$ cat src/rtl/accelbrot_com_ser_acc_deser.sv
// Word-serial add/subtract of block operand c against an LSW-first stream, reassembled into one block.
// Optional macro ACCELBROT_SER_ACC_SAT_EN saturates q on carry (add) or borrow (sub).
module accelbrot_com_ser_acc_deser #(
  parameter int NWORDS = 8,
  parameter int WWIDTH = 34,
  parameter int BWIDTH = NWORDS*WWIDTH
) (
  input  logic              clk,
  input  logic              rstn,
  input  logic [WWIDTH-1:0] s_word,
  input  logic              s_start,
  input  logic              s_valid,
  input  logic [BWIDTH-1:0] c,
  input  logic              c_sub,
  output logic [BWIDTH-1:0] q,
  output logic              q_valid,
  output logic              q_carry,
  output logic              err
);

  localparam int CW = (NWORDS > 1) ? $clog2(NWORDS) : 1;

  typedef enum logic {IDLE, COLLECT} state_t;

  state_t            state_q, state_d;
  logic [CW-1:0]     cnt_q, cnt_d;
  logic              cy_q, cy_d;
  logic              sub_q, sub_d;
  logic [BWIDTH-1:0] c_q, c_d;
  logic [BWIDTH-1:0] q_q, q_d;
  logic              q_valid_q, q_valid_d;
  logic              q_carry_q, q_carry_d;
  logic              err_q, err_d;
  logic [WWIDTH-1:0] res_q [NWORDS];
  logic [WWIDTH-1:0] res_d [NWORDS];

  // A start word always uses the live c/c_sub and index 0, even mid-burst.
  logic [BWIDTH-1:0] c_sel;
  logic [CW-1:0]     idx;
  logic              sub_sel;
  logic              cin;
  logic [WWIDTH-1:0] op;
  logic [WWIDTH-1:0] c_words [NWORDS];
  logic [WWIDTH:0]   sum;
  logic              carry_flag;
  logic [BWIDTH-1:0] done_vec;
  logic [BWIDTH-1:0] q_done;

  assign c_sel      = s_start ? c : c_q;
  assign idx        = s_start ? '0 : cnt_q;
  assign sub_sel    = s_start ? c_sub : sub_q;
  assign cin        = s_start ? c_sub : cy_q;
  assign op         = sub_sel ? ~s_word : s_word;
  assign sum        = {1'b0, c_words[idx]} + {1'b0, op} + {{WWIDTH{1'b0}}, cin};
  assign carry_flag = sub_sel ? ~sum[WWIDTH] : sum[WWIDTH];

  genvar gi;
  generate
    for (gi = 0; gi < NWORDS; gi++) begin : g_word
      assign c_words[gi] = c_sel[gi*WWIDTH +: WWIDTH];
      // The top slot is taken straight from the adder so q lands one cycle after the last word.
      if (gi < NWORDS-1) begin : g_stored
        assign done_vec[gi*WWIDTH +: WWIDTH] = res_q[gi];
      end else begin : g_live
        assign done_vec[gi*WWIDTH +: WWIDTH] = sum[WWIDTH-1:0];
      end
    end
  endgenerate

`ifdef ACCELBROT_SER_ACC_SAT_EN
  assign q_done = carry_flag ? (sub_sel ? {BWIDTH{1'b0}} : {BWIDTH{1'b1}}) : done_vec;
`else
  assign q_done = done_vec;
`endif

  always_comb begin
    state_d   = state_q;
    cnt_d     = cnt_q;
    cy_d      = cy_q;
    sub_d     = sub_q;
    c_d       = c_q;
    q_d       = q_q;
    q_carry_d = q_carry_q;
    q_valid_d = 1'b0;
    err_d     = 1'b0;
    res_d     = res_q;
    if (s_valid) begin
      if (state_q == IDLE && !s_start) begin
        err_d = 1'b1;
      end else begin
        if (s_start) begin
          err_d = (state_q == COLLECT);
          c_d   = c;
          sub_d = c_sub;
        end
        res_d[idx] = sum[WWIDTH-1:0];
        cy_d       = sum[WWIDTH];
        if (idx == CW'(NWORDS-1)) begin
          q_valid_d = 1'b1;
          q_d       = q_done;
          q_carry_d = carry_flag;
          state_d   = IDLE;
          cnt_d     = '0;
        end else begin
          state_d = COLLECT;
          cnt_d   = idx + 1'b1;
        end
      end
    end
  end

  always_ff @(posedge clk) begin
    if (!rstn) begin
      state_q   <= IDLE;
      cnt_q     <= '0;
      cy_q      <= 1'b0;
      sub_q     <= 1'b0;
      c_q       <= '0;
      q_q       <= '0;
      q_valid_q <= 1'b0;
      q_carry_q <= 1'b0;
      err_q     <= 1'b0;
    end else begin
      state_q   <= state_d;
      cnt_q     <= cnt_d;
      cy_q      <= cy_d;
      sub_q     <= sub_d;
      c_q       <= c_d;
      q_q       <= q_d;
      q_valid_q <= q_valid_d;
      q_carry_q <= q_carry_d;
      err_q     <= err_d;
    end
  end

  // Partial result slots carry no control meaning, so they are left out of reset.
  always_ff @(posedge clk) begin
    res_q <= res_d;
  end

  assign q       = q_q;
  assign q_valid = q_valid_q;
  assign q_carry = q_carry_q;
  assign err     = err_q;

endmodule
$ cat config.mk
export PLATFORM = sky130hd
export DESIGN_NAME = accelbrot_com_ser_acc_deser
export DESIGN_NICKNAME = d
export VERILOG_FILES = /design/src/rtl/accelbrot_com_ser_acc_deser.sv
export SDC_FILE = /design/constraint.sdc
export NUM_CORES = 1
export LEC_CHECK = 0
export ABC_AREA = 1
export CELL_PAD_IN_SITES_DETAIL_PLACEMENT = 1
export CELL_PAD_IN_SITES_GLOBAL_PLACEMENT = 2
export CORE_MARGIN = 1.5
export CORE_UTILIZATION = 37
export CTS_BUF_LIST = sky130_fd_sc_hd__clkbuf_4
export CTS_CLUSTER_SIZE = 12
export DETAILED_ROUTE_END_ITERATION = 8
export PLACE_DENSITY = 0.84
export SLEW_MARGIN = 0
export SYNTH_ARGS = -nofsm -noshare
export SYNTH_HDL_FRONTEND = slang
export SYNTH_SLANG_ARGS = --single-unit
$ cat constraint.sdc
create_clock -name clk -period 12.5 [get_ports clk]
set_input_delay 3.75 -clock clk [delete_from_list [all_inputs] [get_ports clk]]
set_output_delay 3.75 -clock clk [all_outputs]
set_load 0.005 [all_outputs]
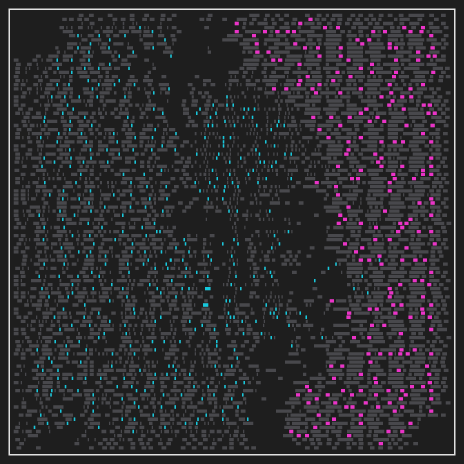
(run_1/logic_types.png)
Scale: 1.5 px per um.
Key: AND-OR and OR-AND gates = magenta [cells 240, most used a22o_1]; inverters = cyan [cells 398, most used inv_1]

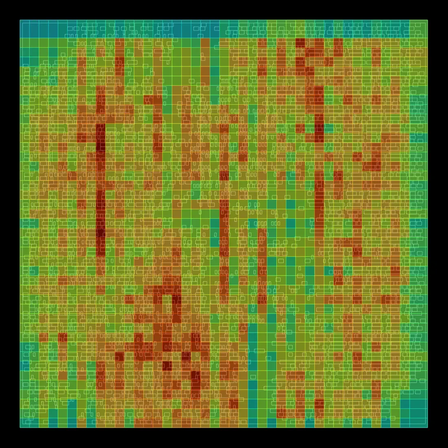
(run_1/congestion.png)
met3 GRT Util: 6.760%
gr usage total: 25.47%
routing usage on met1: 33.64%

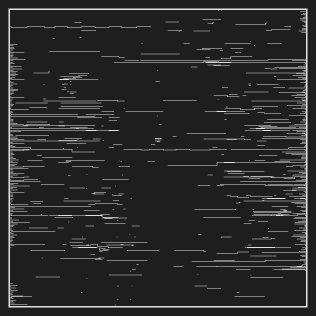
(run_1/layer_met3.png)
Scale: 1 px per um.
The longest straight run is 128 um. 473 nets have wire on it. The layer holds 7.5% of the routed length. The wires run mostly horizontal. The layer carries 8530 um of wire.

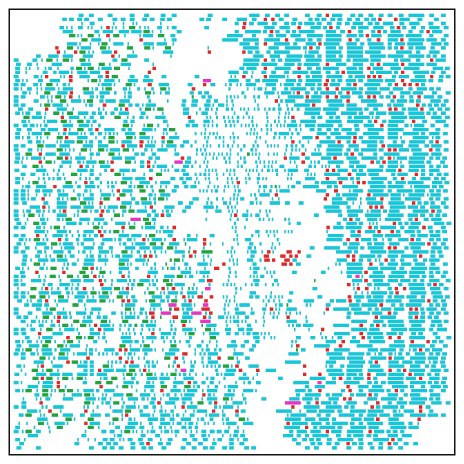
(run_1/sizes.png)
Scale: 1.5 px per um.
Key: _0 and _1 cells = cyan [cells 3213, most used clkdlybuf4s50_1]; _2 cells = green [cells 220, most used a211oi_2]; _3 and _4 cells = red [cells 357, most used clkbuf_4]; _6 and larger = magenta [cells 13]
Setup WS post-layout: 4637 ps
final instance area: 40980 sq um
Layout area overhead: 29.07%
Non-CTS buffers: 612

==> flow_summary.toml, run 1 <==
# implementation run metrics
[status]
status = "finished, final reports clean"

[floorplanning]
ios = 586
fp_util_pct = 37.29

[synth]
synth.avg_cell_area_sq_um = 10.52
synth_area_leader_cell = "dfxtp_1"
synthFlopType = "dfxtp_1"
synth-edff-count = 238
ys_sh_xor_pct = 1.407
yosysSeqAreaShare_pct = 57.37
syn-cell-area_sq_um = 31750
area_leaders = "dfxtp_1 35%, edfxtp_1 23%, a211oi_2 7.9%, a22o_1 6.6%, inv_1 4.6%"
ys_sh_simple_pct = 9.126

[power]
netSwitchingFraction_pct = 29.78
pwr-share-seq_pct = 47.1
power.density_nw_per_um2 = 151.0
power_switching_w = 0.001843

[route]
drt_first_pass_iters = 6
wl_per_cell_um = 22.91
ant_nets = 0
drt-initial-drc-count = 1769

[global_route]
grt-ovfl-total = 0
grt_max_degree = 202

[timing]
slew_violations = 0
rsz0062_at_grt = "no"
slew_headroom_pct = 27.12
hold_violations = 0

[clocking]
cts_setup_buffers = 0
clk_root_buffer_cell = "clkbuf_4"
cts_buffers = 207
holdBufCountCts = 0
ctsHtreeMaxLevel = 4

[worst_setup_path]
critical_path_depth = 14
critPathTopFamily = "simple AND/OR/NAND/NOR gates"
crit_chain = "clkdlybuf4s50_1, buf_4, nor2_2, inv_2, o221ai_1, o2111ai_1, ha_1, nand2_1, nor2_1, nand3_1, nand3_1, nand2_1, nand2_1, xor2_1"
ff2ff_path_depth = 14
critPathBufInv = 3
startpoint_type = "input pin"

[layout]
layoutNonFillerInstCount = 4955

[min_path]
hold-path-cell-count = 1
hp-start = "done_vec[203]$_DFFE_PP_"

[placement]
dp_hpwl_mm = 81.25
==> run 1: stage by stage <==
| stage | hold WS [ps] | total power (W) | utilization (%) | worst slack [ps] |
|---|---|---|---|---|
| floorplan | 419.4 | 0.003531 | - | 5891 |
| global placement | 431.4 | 0.003974 | 44.96 | 3851 |
| detailed placement | 438.1 | 0.003988 | 44.96 | 3743 |
| CTS | 442.3 | 0.006267 | 48.11 | 4901 |
| global route | 458.8 | 0.006490 | 48.12 | 4507 |
| finish | 434.2 | 0.006189 | 48.13 | 4637 |
==> run 1: layout make-up <==
class / count / area [sq um] / share of cell area (%)
Clock buffer: 311 / 2335 / 5.697
Inverter: 398 / 1510 / 3.685
Clock inverter: 61 / 346.6 / 0.8456
Sequential cell: 791 / 18220 / 44.45
Multi-Input combinational cell: 1630 / 11040 / 26.94
Tap cell: 1144 / 1431 / 3.492
Antenna cell: 8 / 20.02 / 0.04885
Timing Repair Buffer: 612 / 6083 / 14.84
==> run 1: sequential cells by signal (all words and copies together), names as in the netlist <==
name / cells
c_q: 272
sub_q: 1
err: 1
cnt_q: 3
q: 272
q_carry: 1
state_q: 1
cy_q: 1
done_vec: 238
q_valid: 1
==> run 1: power groups by stage <==
stage                     registers, W  clock network, W  logic [W]
final                          0.00291           0.00226    0.00101
after global routing           0.00292           0.00246    0.00111
after CTS                      0.00291           0.00233    0.00102
after detailed placement       0.00297                 0    0.00102
after global placement         0.00297                 0    0.00101
after floorplan                0.00295                 0   0.000585
==> run 1: metal layers <==
metal	vias to the layer above	global-route usage [%]	wire, um	part of all wire, %
li1	11930	-	-	-
met1	12300	33.64	50010	44
met2	851	40.96	52580	46
met3	159	6.760	8533	7.5
met4	30	7.267	2229	2.0
met5	-	0	186	0.16
==> run_1/layer_met2.png <==
Scale: 1 px per um. Cells faint in the background.
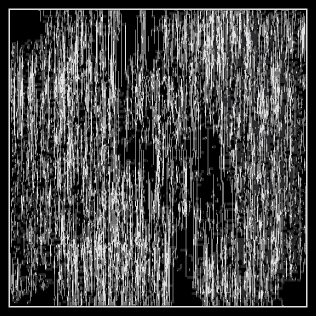

==> run 1 -> run 2 <==
CORE_UTILIZATION = 34   (was 37)
PLACE_DENSITY = 0.78   (was 0.84)
clock period = 7.3 ns   (was 12.5 ns; I/O delays follow)
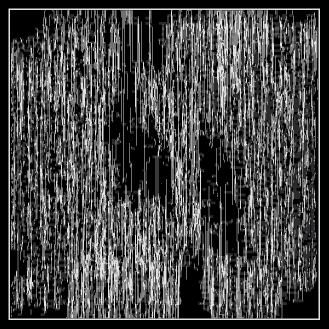
(run_2/layer_met2.png)
Scale: 1 px per um. Cells faint in the background.
The longest straight run is 116 um. The wires run mostly vertical. The layer carries 53.9 mm of wire.
Total Routed Length: 116.7 mm
GRT met2 Usage: 38.65%
Via Count: 25280

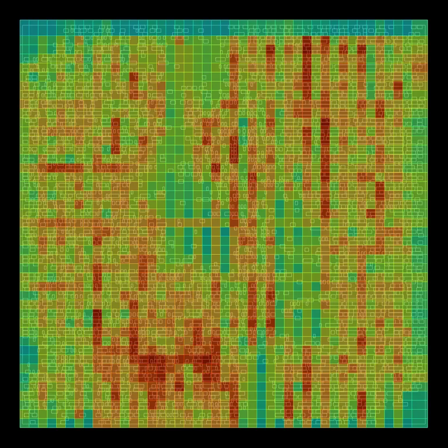
(run_2/congestion.png)
WL per Instance: 22.89 um
fin util: 45.17%
most crowded layer after global routing: met2

==> run 2 against run 1 <==
Power grew 75%. Sequential share of layout area shrank 0.65 points. First-iteration DRC count shrank 6.9%. Global-route usage shrank 1.3 points. Flip-flop count is the same. Utilization shrank 3.0 points. Sequential power grew 71%. Combinational power grew 75%. Via count is essentially flat. Synthesized cell count is the same.
==> flow_summary.toml, run 2 <==
# implementation run metrics
[status]
status = "finished, final reports clean"

[clocking]
cts_setup_buffers = 0
ctsHtreeMaxLevel = 4
clk_root_buffer_cell = "clkbuf_4"
holdBufCountCts = 0
cts_buffers = 207

[power]
finalPower_w = 0.01081
power.density_nw_per_um2 = 259.8

[synth]
yosysSeqAreaShare_pct = 57.37
synth.avg_cell_area_sq_um = 10.52
syn-cell-area_sq_um = 31750
synth_area_leader_cell = "dfxtp_1"

[min_path]
hp-start = "done_vec[12]$_DFFE_PP_"

[worst_setup_path]
critPathTopFamily = "buffers and inverters"
critPathBufInv = 5
crit_chain = "clkdlybuf4s50_1, buf_4, inv_2, buf_12, o21ai_0, a21oi_1, o21ai_0, a21oi_1, nor3_1, fa_1, fa_1, inv_1, nand3_1, nand2_1, nand2_1, nand2_1, nand3_1, nand2_1, xor2_1"
ff2ff_path_depth = 18
startpoint_type = "input pin"

[timing]
layout_setup_ws_ps = 1672
slew_violations = 0
hold-worst-slack_ps = 412.6
rsz0062_at_grt = "no"

[global_route]
grt_usage_pct = 24.15
grt_max_degree = 147

[route]
drt-initial-drc-count = 1647
drt_first_pass_iters = 5

[layout]
final_area_sq_um = 41590

[floorplanning]
fp_util_pct = 34.49

[placement]
pre_cts_ws_ps = 545.7
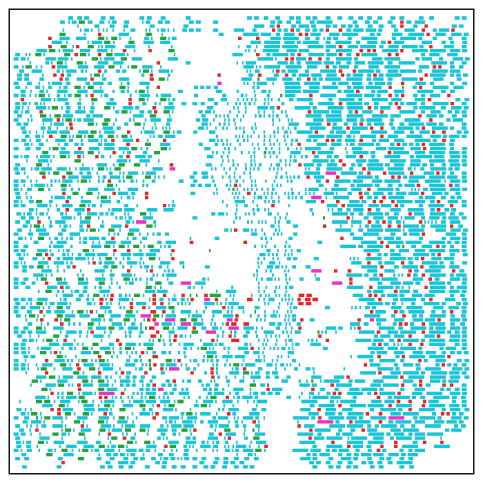
(run_2/sizes.png)
Scale: 1.5 px per um.
Key: _2 cells = green [cells 227, most used a211oi_2]; _6 and larger = magenta [cells 22, most used buf_12]; _0 and _1 cells = cyan [cells 3197, most used clkdlybuf4s50_1]; _3 and _4 cells = red [cells 400, most used clkbuf_4]

[run 2: cell type report]
type / count / area (sq um)
tap: 1243 / 1555
clock buffer: 330 / 2477
sequential: 791 / 18220
fill: 10270 / 50490
inverter: 398 / 1511
timing repair buffer: 647 / 6446
multi-input combinational: 1630 / 11040
antenna: 7 / 17.52
clock inverter: 50 / 326.6
[run 2: power by group]
group	total (W)	switching (W)	internal, W	leakage (nW)
clock	0.00405	0.00189	0.00216	1.68
combinational	0.00177	0.00120	0.000572	7.19
sequential	0.00499	0.0000799	0.00491	6.65
[run 2: how the worst max path moves through the flow]
stage | start | cells past startpoint | slack (ps) | endpoint
after detailed placement | s_start | 19 | 550 | done_vec[150]$_DFFE_PP_
after global routing | s_start | 19 | 1480 | done_vec[82]$_DFFE_PP_
after global placement | s_start | 19 | 690 | done_vec[82]$_DFFE_PP_
after CTS | s_start | 19 | 1780 | done_vec[218]$_DFFE_PP_
final | s_start | 19 | 1670 | done_vec[218]$_DFFE_PP_
after floorplan | s_start | 20 | 2250 | done_vec[130]$_DFFE_PP_
[run 2: kinds of logic after synthesis]
kind of cell,after synthesis,synth area share [%]
flops,791,57.37
fa+ha+maj,38,1.545
buf+inv,597,8.148
compound gates,824,22.40
xor+xnor,51,1.407
simple gates,717,9.126
[run 2: metal layers]
layer / vias to the layer above / GRT usage [%] / wire length, um / part of all wire, %
met4: 28 / 7.366 / 2303 / 2.0
met2: 829 / 38.65 / 53890 / 46
li1: 11990 / - / - / -
met3: 179 / 6.968 / 8525 / 7.3
met5: - / 0 / 168 / 0.14
met1: 12250 / 31.45 / 51770 / 44
No activity file was given, so power comes from the tool's default toggle rates.
